[src/rtl/crack_sched_pkg.sv]
// Shared definitions for the RC4 key-search scheduler.
//   KEY_W    : width of an RC4 key in the search space
//   state_t  : scheduler FSM states
//   outst_w  : width of the outstanding-chunk counter; sized for every chunk
//              of the key space being in flight at once, plus the zero state.
package crack_sched_pkg;

   localparam int KEY_W = 24;

   typedef enum logic [2:0] {
      IDLE,
      DISPATCH,
      DRAIN,
      DONE_OK,
      DONE_FAIL
   } state_t;

   function automatic int outst_w(input int key_max, input int chunk_log2);
      int chunks;
      chunks = (key_max >> chunk_log2) + 1;
      return (chunks < 1) ? 1 : $clog2(chunks + 1);
   endfunction

endpackage

[src/rtl/rr_arbiter.sv]
// Combinational round-robin arbiter.
//   req   : request vector
//   mask  : requesters excluded this cycle
//   ptr   : index with highest priority this cycle
//   gnt   : one-hot grant (all zero when nothing eligible)
module rr_arbiter #(
   parameter int N     = 4,
   parameter int PTR_W = 2
) (
   input  logic [N-1:0]     req,
   input  logic [N-1:0]     mask,
   input  logic [PTR_W-1:0] ptr,
   output logic [N-1:0]     gnt
);

   logic [N-1:0]     eligible;
   logic [PTR_W-1:0] idx;
   logic             hit;

   assign eligible = req & ~mask;

   // Scan from ptr upwards, wrapping; first eligible index wins.
   always_comb begin
      gnt = '0;
      hit = 1'b0;
      idx = '0;
      for (int k = 0; k < N; k++) begin
         idx = PTR_W'((int'(ptr) + k) % N);
         if (!hit && eligible[idx]) begin
            gnt[idx] = 1'b1;
            hit      = 1'b1;
         end
      end
   end

endmodule

[src/rtl/crack_scheduler.sv]
// Hands out consecutive key chunks to a pool of RC4 cracking cores, tracks
// chunks in flight, and reports the first hit or exhaustion of the key space.
//   clk, reset     : clock, asynchronous active-high reset
//   start          : pulse that begins a search (ignored while busy)
//   core_req       : per-core chunk request, held until granted
//   core_done      : per-core pulse, chunk exhausted without a hit
//   core_found     : per-core pulse, valid message decrypted
//   core_key       : per-core winning key, slice i belongs to core i
//   core_grant     : one-hot grant pulse, grant_base is the chunk's first key
//   core_abort     : pulse telling all cores to stop
//   busy           : search in progress (DISPATCH or DRAIN)
//   secret_key     : cracked key, cracked / failed are sticky result flags
module crack_scheduler
   import crack_sched_pkg::*;
#(
   parameter int               NUM_CORES  = 4,
   parameter int               CHUNK_LOG2 = 16,
   parameter logic [KEY_W-1:0] KEY_MAX    = 24'h3FFFFF
) (
   input  logic                       clk,
   input  logic                       reset,
   input  logic                       start,
   input  logic [NUM_CORES-1:0]       core_req,
   input  logic [NUM_CORES-1:0]       core_done,
   input  logic [NUM_CORES-1:0]       core_found,
   input  logic [KEY_W*NUM_CORES-1:0] core_key,
   output logic [NUM_CORES-1:0]       core_grant,
   output logic [KEY_W-1:0]           grant_base,
   output logic                       core_abort,
   output logic                       busy,
   output logic [KEY_W-1:0]           secret_key,
   output logic                       cracked,
   output logic                       failed
);

   localparam int             PTR_W = (NUM_CORES > 1) ? $clog2(NUM_CORES) : 1;
   localparam int             OUT_W = outst_w(int'(KEY_MAX), CHUNK_LOG2);
   localparam logic [KEY_W:0] CHUNK = (KEY_W + 1)'(1) << CHUNK_LOG2;

   state_t               state;
   // One bit wider than a key so the pointer can step past KEY_MAX.
   logic [KEY_W:0]       next_base;
   logic [OUT_W-1:0]     outstanding;
   logic [PTR_W-1:0]     rr_ptr;

   logic [NUM_CORES-1:0] arb_gnt;
   logic [PTR_W-1:0]     gnt_idx;
   logic [PTR_W-1:0]     ptr_nxt;
   logic [OUT_W-1:0]     done_cnt;
   logic [OUT_W-1:0]     out_nxt;
   logic [KEY_W-1:0]     found_key;
   logic                 any_found;
   logic                 space_left;
   logic                 grant_fire;

   // Last cycle's grant is masked so a still-held request is not served twice.
   rr_arbiter #(
      .N     (NUM_CORES),
      .PTR_W (PTR_W)
   ) u_arb (
      .req  (core_req),
      .mask (core_grant),
      .ptr  (rr_ptr),
      .gnt  (arb_gnt)
   );

   assign busy       = (state == DISPATCH) || (state == DRAIN);
   assign any_found  = |core_found;
   assign space_left = (next_base <= {1'b0, KEY_MAX});
   // A hit pre-empts any grant in the same cycle.
   assign grant_fire = (state == DISPATCH) && space_left && !any_found && |arb_gnt;

   always_comb begin
      gnt_idx   = '0;
      done_cnt  = '0;
      found_key = '0;
      for (int i = 0; i < NUM_CORES; i++) begin
         if (arb_gnt[i]) gnt_idx = PTR_W'(i);
         done_cnt = done_cnt + OUT_W'(core_done[i]);
      end
      // Descending scan leaves the lowest-index hit in found_key.
      for (int i = NUM_CORES - 1; i >= 0; i--) begin
         if (core_found[i]) found_key = core_key[i*KEY_W +: KEY_W];
      end
   end

   assign ptr_nxt = (int'(gnt_idx) == NUM_CORES - 1) ? '0 : gnt_idx + PTR_W'(1);
   assign out_nxt = outstanding + OUT_W'(grant_fire) - done_cnt;

   always_ff @(posedge clk or posedge reset) begin
      if (reset) begin
         state       <= IDLE;
         next_base   <= '0;
         outstanding <= '0;
         rr_ptr      <= '0;
         core_grant  <= '0;
         grant_base  <= '0;
         core_abort  <= 1'b0;
         secret_key  <= '0;
         cracked     <= 1'b0;
         failed      <= 1'b0;
      end else begin
         core_grant <= '0;
         core_abort <= 1'b0;
         case (state)
            IDLE, DONE_OK, DONE_FAIL: begin
               if (start) begin
                  state       <= DISPATCH;
                  next_base   <= '0;
                  outstanding <= '0;
                  rr_ptr      <= '0;
                  secret_key  <= '0;
                  cracked     <= 1'b0;
                  failed      <= 1'b0;
               end
            end
            DISPATCH, DRAIN: begin
               if (any_found) begin
                  state       <= DONE_OK;
                  secret_key  <= found_key;
                  cracked     <= 1'b1;
                  core_abort  <= 1'b1;
                  outstanding <= out_nxt;
               end else begin
                  outstanding <= out_nxt;
                  if (state == DISPATCH) begin
                     if (!space_left) begin
                        state <= DRAIN;
                     end else if (grant_fire) begin
                        core_grant <= arb_gnt;
                        grant_base <= next_base[KEY_W-1:0];
                        next_base  <= next_base + CHUNK;
                        rr_ptr     <= ptr_nxt;
                     end
                  end else if (out_nxt == '0) begin
                     state  <= DONE_FAIL;
                     failed <= 1'b1;
                  end
               end
            end
            default: state <= IDLE;
         endcase
      end
   end

endmodule

[config.mk]
export PLATFORM = sky130hd
export DESIGN_NAME = crack_scheduler
export DESIGN_NICKNAME = d
export VERILOG_FILES = /design/src/rtl/crack_sched_pkg.sv /design/src/rtl/rr_arbiter.sv /design/src/rtl/crack_scheduler.sv
export SDC_FILE = /design/constraint.sdc
export NUM_CORES = 1
export LEC_CHECK = 0
export CAP_MARGIN = 20
export CORE_ASPECT_RATIO = 0.9
export CORE_MARGIN = 1
export CORE_UTILIZATION = 44
export CTS_BUF_LIST = sky130_fd_sc_hd__clkbuf_16
export CTS_CLUSTER_SIZE = 10
export DETAILED_ROUTE_END_ITERATION = 12
export PLACE_DENSITY_LB_ADDON = 0.08
export SLEW_MARGIN = 0
export SYNTH_ARGS = -nofsm -noshare
export SYNTH_HDL_FRONTEND = slang
export SYNTH_HIERARCHICAL = 1
export SYNTH_SLANG_ARGS = --single-unit
export TNS_END_PERCENT = 30
[constraint.sdc]
create_clock -name clk -period 7.2 [get_ports clk]
set_input_delay 1.44 -clock clk [delete_from_list [all_inputs] [get_ports clk]]
set_output_delay 1.44 -clock clk [all_outputs]
set_load 0.02 [all_outputs]
Fig. 1: cell density map
The die is cut into 10 by 9 equal tiles; white is low, dark blue is high, 0 to 100% covered.
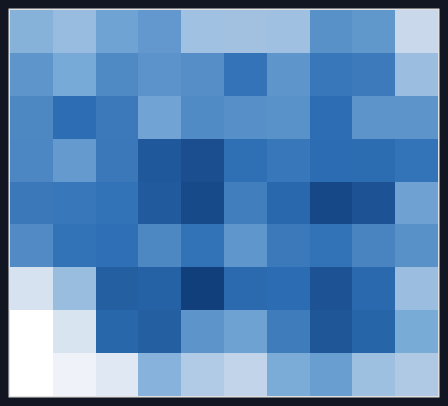
emptiest ninth of the die: south-west
mean over tiles: 60%
fullest tile: 94%
tiles over 75% full: 24%
nearly empty tiles: 2.2%
Init Core Util: 46.2%
core area: 0.00877 sq mm
fin util: 67.5%

==> changes_impl.md <==
## Flow update

- Sequential Power: 0.533 mW
- Netlist cell types: 57
- Worst setup margin: 0.536 ns
- Top cells by count, synth: dfrtp_1 (60), a21oi_1 (39), nor3_1 (30)
- Multi-input gate area: 0.00227 sq mm
- RSZ-0062 raised after global routing: no
- CP startpoint kind: primary input
- Area Overhead vs Synth: 46.0%
- Net Sw Power: 0.853 mW
- CTS tree: built
- CP Class: primary input to flip-flop
- VDD IR max: 0.000260 V
- CTS Buf Count: 9
- Gate power share: 51.1%
- Max-slew violation count: 0
- Hold Fails Final Rpt: 0
- Max-Cap Viols: 0
- Clock root cell: clkbuf_16
- Top sig layer: met4
- Met1 usage: 31.0%
- Logic share of the area: 38.4%
- Routed length on met1: 4.79 mm
- Fin Setup TNS: 0 ns
- Buffers added on ports: 150
- Outcome: finished clean
- ClkCell Share: 5.92%
- Setup violators final: 0
- Drt drc: 0
- Final Power: 2.11 mW
- Warnings from Yosys: 6
- Tool warnings: 32
- Sequential share of power: 25.3%
- Final std cells w/o fill: 692
- Post-CTS setup buffers: 0
- Max Fclk: 150 MHz
- P_comb: 1.08 mW
- Post-synth EDFFs: 0
- Non-clock inverters: 28
- Tcrit/Tclk final: 92.6%
- Seq area share: 25.4%
- Fraction of layout cells with a size suffix above 1: 7.50%
- Top cells by area: dfrtp_1 (37%), a221oi_1 (5.0%), o2bb2ai_1 (5.0%), a21oi_1 (4.8%), ha_1 (4.6%)
- Vias per cell: 5.52
- I/O pin total: 167
- Most Crowded Layer GR: met2
- WHS: 0.480 ns
- Cts hold-fix bufs: 0
- Clock network power share: 23.6%
- Worst min path class: flip-flop to flip-flop
- Syn avg cell area: 9.47 sq um
- Async S/R FF share, synth: 100%
Fig. 2: wiring by layer
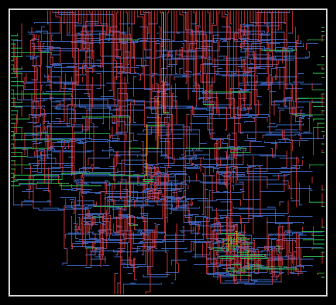
legend:
  M1:
    color: blue
    wire_length: 4790 microns
  M4:
    color: orange
    wire_length: 118 microns
  M2:
    color: red
    wire_length: 5710 microns
  M3:
    color: green
    wire_length: 640 microns
gr usage total: 23.9%
Via Count: 3821
post-DR wirelength/cell: 16.3 microns
Routed WL: 11.3 mm

==> cell families after synthesis <==
group	share of synthesized area, %
compound gates	21.2
xor+xnor	1.94
fa+ha+maj	7.10
buf+inv	8.24
flops	37.0
mux	4.54
other cells	0.0925
simple gates	19.9
==> path summary, 6_finish.rpt <==
kind                        startpoint        endpoint  slack, ns  cells past startpoint
max                        core_req[0]        state[1]       0.54                     20
min                            cracked         cracked       0.48                      1
max reg2reg                  rr_ptr[0]        state[1]       1.29                     19
min reg2reg                    cracked         cracked       0.48                      1
max in group asynchronous        reset  secret_key[22]       5.05                      3
min in group asynchronous        reset   secret_key[0]       1.65                      3
==> state kept, by name, summed over array words and instances (netlist names) <==
name,cells
core_abort,1
core_grant,4
cracked,1
failed,1
grant_base,8
next_base,9
outstanding,7
rr_ptr,2
secret_key,24
state,3
Power and IR drop assume default switching activity.
